Figure 1. Cell placement.
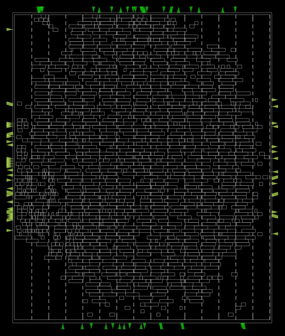
Figure 2. Clock distribution.
Scale bar: 50 µm.
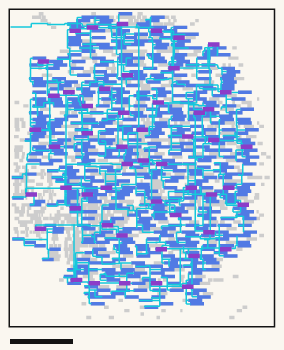
`src/rtl/cpu_trace_pkg.sv`:
```
// Shared types and width helpers for the CPU instruction trace buffer.
package cpu_trace_pkg;

    // Capture/readout FSM encoding
    typedef enum logic [1:0] {
        StIdle  = 2'd0,
        StArmed = 2'd1,
        StPost  = 2'd2,
        StDone  = 2'd3
    } state_e;

    // Pointer width for a power-of-two depth; never narrower than one bit
    function automatic int unsigned ptr_width(input int unsigned depth);
        return (depth > 1) ? $clog2(depth) : 1;
    endfunction

    // Occupancy counter width; must be able to represent depth itself
    function automatic int unsigned cnt_width(input int unsigned depth);
        return $clog2(depth + 1);
    endfunction

endpackage

```
`src/rtl/trace_ram.sv`:
```
// Trace storage: one synchronous write port, one asynchronous read port, no reset.
module trace_ram
    import cpu_trace_pkg::*;
#(
    parameter int unsigned WIDTH = 32,
    parameter int unsigned DEPTH = 16
) (
    input  logic                        i_clk,
    input  logic                        i_we,
    input  logic [ptr_width(DEPTH)-1:0] i_waddr,
    input  logic [WIDTH-1:0]            i_wdata,
    input  logic [ptr_width(DEPTH)-1:0] i_raddr,
    output logic [WIDTH-1:0]            o_rdata
);

    logic [WIDTH-1:0] r_mem [DEPTH];

    // Write the retired sample into its slot
    always_ff @(posedge i_clk) begin
        if (i_we) begin
            r_mem[i_waddr] <= i_wdata;
        end
    end

    assign o_rdata = r_mem[i_raddr];

endmodule

```
`src/rtl/cpu_trace_buffer.sv`:
```
// Instruction trace buffer: pre-trigger ring capture, POST_CNT post-trigger
// samples, then oldest-first ready/valid readout.
module cpu_trace_buffer
    import cpu_trace_pkg::*;
#(
    parameter int unsigned ADDR_W   = 16,
    parameter int unsigned DATA_W   = 16,
    parameter int unsigned DEPTH    = 16,
    parameter int unsigned POST_CNT = 4
) (
    input  logic                        i_clk,
    input  logic                        i_rst_n,
    input  logic                        i_en,
    input  logic [ADDR_W-1:0]           i_pc,
    input  logic [DATA_W-1:0]           i_instr,
    input  logic                        i_arm,
    input  logic [ADDR_W-1:0]           i_trig_pc,
    input  logic                        i_rd_ready,
    output logic                        o_rd_valid,
    output logic [ADDR_W-1:0]           o_rd_pc,
    output logic [DATA_W-1:0]           o_rd_instr,
    output logic [cnt_width(DEPTH)-1:0] o_count,
    output logic                        o_busy,
    output logic                        o_overflow
);

    localparam int unsigned PTR_W = ptr_width(DEPTH);
    localparam int unsigned CNT_W = cnt_width(DEPTH);
    localparam int unsigned ENT_W = ADDR_W + DATA_W;

    state_e             r_state, w_state_d;
    logic [PTR_W-1:0]   r_wr_ptr, w_wr_ptr_d;
    logic [CNT_W-1:0]   r_count, w_count_d;
    logic [PTR_W-1:0]   r_post, w_post_d;
    logic               r_ovf, w_ovf_d;

    logic               w_capture;
    logic               w_full;
    logic               w_pop;
    logic [PTR_W-1:0]   w_rd_idx;
    logic [ENT_W-1:0]   w_rd_data;

    // arm wins over any sample taken in the same cycle
    assign w_capture  = (r_state == StArmed || r_state == StPost) && i_en && !i_arm;
    assign w_full     = (r_count == CNT_W'(DEPTH));
    assign w_pop      = o_rd_valid && i_rd_ready;
    // count==DEPTH truncates to 0, so a full ring reads from wr_ptr itself
    assign w_rd_idx   = r_wr_ptr - r_count[PTR_W-1:0];

    // State register
    always_ff @(posedge i_clk or negedge i_rst_n) begin
        if (!i_rst_n) begin
            r_state <= StIdle;
        end else begin
            r_state <= w_state_d;
        end
    end

    // Next-state and datapath update for pointers, counters and overflow
    always_comb begin
        w_state_d  = r_state;
        w_wr_ptr_d = r_wr_ptr;
        w_count_d  = r_count;
        w_post_d   = r_post;
        w_ovf_d    = r_ovf;
        if (i_arm) begin
            w_state_d = StArmed;
            w_count_d = '0;
            w_post_d  = '0;
            w_ovf_d   = 1'b0;
        end else begin
            unique case (r_state)
                StIdle: begin
                end
                StArmed: begin
                    if (i_en && (i_pc == i_trig_pc)) begin
                        if (POST_CNT == 0) begin
                            w_state_d = StDone;
                        end else begin
                            w_state_d = StPost;
                            w_post_d  = PTR_W'(POST_CNT);
                        end
                    end
                end
                StPost: begin
                    if (i_en) begin
                        w_post_d = r_post - PTR_W'(1);
                        if (r_post == PTR_W'(1)) begin
                            w_state_d = StDone;
                        end
                    end
                end
                StDone: begin
                    if (w_pop) begin
                        w_count_d = r_count - CNT_W'(1);
                        if (r_count == CNT_W'(1)) begin
                            w_state_d = StIdle;
                        end
                    end
                end
                default: w_state_d = StIdle;
            endcase
            if (w_capture) begin
                w_wr_ptr_d = r_wr_ptr + PTR_W'(1);
                if (w_full) begin
                    w_ovf_d = 1'b1;
                end else begin
                    w_count_d = r_count + CNT_W'(1);
                end
            end
        end
    end

    // Pointer, counter and overflow registers
    always_ff @(posedge i_clk or negedge i_rst_n) begin
        if (!i_rst_n) begin
            r_wr_ptr <= '0;
            r_count  <= '0;
            r_post   <= '0;
            r_ovf    <= 1'b0;
        end else begin
            r_wr_ptr <= w_wr_ptr_d;
            r_count  <= w_count_d;
            r_post   <= w_post_d;
            r_ovf    <= w_ovf_d;
        end
    end

    trace_ram #(
        .WIDTH (ENT_W),
        .DEPTH (DEPTH)
    ) u_trace_ram (
        .i_clk   (i_clk),
        .i_we    (w_capture),
        .i_waddr (r_wr_ptr),
        .i_wdata ({i_pc, i_instr}),
        .i_raddr (w_rd_idx),
        .o_rdata (w_rd_data)
    );

    assign o_rd_valid = (r_state == StDone) && (r_count != '0);
    assign o_rd_pc    = o_rd_valid ? w_rd_data[ENT_W-1 -: ADDR_W] : '0;
    assign o_rd_instr = o_rd_valid ? w_rd_data[DATA_W-1:0] : '0;
    assign o_count    = r_count;
    assign o_busy     = (r_state == StArmed) || (r_state == StPost);
    assign o_overflow = r_ovf;

endmodule

```
`config.mk`:
```
export PLATFORM = sky130hd
export DESIGN_NAME = cpu_trace_buffer
export DESIGN_NICKNAME = d
export VERILOG_FILES = /design/src/rtl/cpu_trace_pkg.sv /design/src/rtl/trace_ram.sv /design/src/rtl/cpu_trace_buffer.sv
export SDC_FILE = /design/constraint.sdc
export NUM_CORES = 1
export LEC_CHECK = 0
export CAP_MARGIN = 10
export CORE_ASPECT_RATIO = 1.2
export CORE_UTILIZATION = 40
export DETAILED_ROUTE_END_ITERATION = 16
export GPL_TIMING_DRIVEN = 0
export HOLD_SLACK_MARGIN = 0.02
export SYNTH_ARGS = -nofsm -noshare
export SYNTH_HDL_FRONTEND = slang
export SYNTH_SLANG_ARGS = --single-unit
```
`constraint.sdc`:
```
create_clock -name i_clk -period 3.7 [get_ports i_clk]
set_input_delay 0.925 -clock i_clk [delete_from_list [all_inputs] [get_ports i_clk]]
set_output_delay 0.925 -clock i_clk [all_outputs]
set_load 0.02 [all_outputs]
```
==> job_summary.md <==
## Implementation flow summary

| Metric | Value |
|---|---|
| Worst-skew pair later-pin latency | `0.60 ns` |
| Hold Buf Count CTS | `0` |
| Basic Gates by Area | `2.13%` |
| Vias | `10049` |
| Clock net power | `5.24 mW` |
| Comb area leader | `multiplexers` |
| Final worst slack | `-0.297 ns` |
| Async S/R FF share, synth | `3.03%` |
| Post-CTS resize count | `298` |
| Setup Buffers After CTS | `9` |
| Routed len/inst | `25.8 µm` |
| CTS Root Cell | `clkbuf_16` |
| Fmax | `250 MHz` |
| Final setup viols | `32` |
| Synthesized Nets | `1021` |
| DR vias/cell | `5.37` |
| Pin count of the biggest net entering global routing | `25` |
| Area share, top type | `73.9%` |
| Synth Instances | `950` |
| Signal buffers | `175` |
| Final ANT Viol Nets | `0` |
| Yosys Chip Area | `0.0208 mm²` |
| Mux share | `17.0%` |
| Sink Count | `528` |
| Post-layout power | `21.3 mW` |
| Drt drc | `0` |
| Flops | `528` |
| Internal reg-to-reg setup slack | `0.62 ns` |
| Post-Syn Area | `0.0208 mm²` |
| Final hold slack | `0.505 ns` |
| Count leader, synth | `edfxtp_1` |
| Stages on worst setup path | `11` |
| Flop share of the area | `61.7%` |
| Status | `complete, but fails checks` |
| First drt pass iteration count | `5` |
| IO buf count | `92` |
| CLK BUF | `67` |
| Failing checks | `negative setup slack` |
| Biggest cell delay along the critical path | `0.54 ns` |
| Tap Count | `697` |
| Final net count | `1206` |
| And-or/or-and share of the synthesized area | `1.56%` |
| Crit. Startpoint | `r_wr_ptr[0]` |
| Count of library flops with an enable pin | `512` |
Back to the opening pictures, Figure 1:
Core Util, Final: 49.8%
tally of filler cells in the layout: 4107
Cell Rows: 91
core box area: 0.0514 mm²

Back to the opening pictures, Figure 2:
flip-flops: drawn in blue, count 528. clock wires: drawn in cyan, length 6030 µm. clock drivers: drawn in purple, count 52.
Position of the flops: all over the die. There are 53 routed clock nets.

Power is estimated from default activity; no workload was simulated.
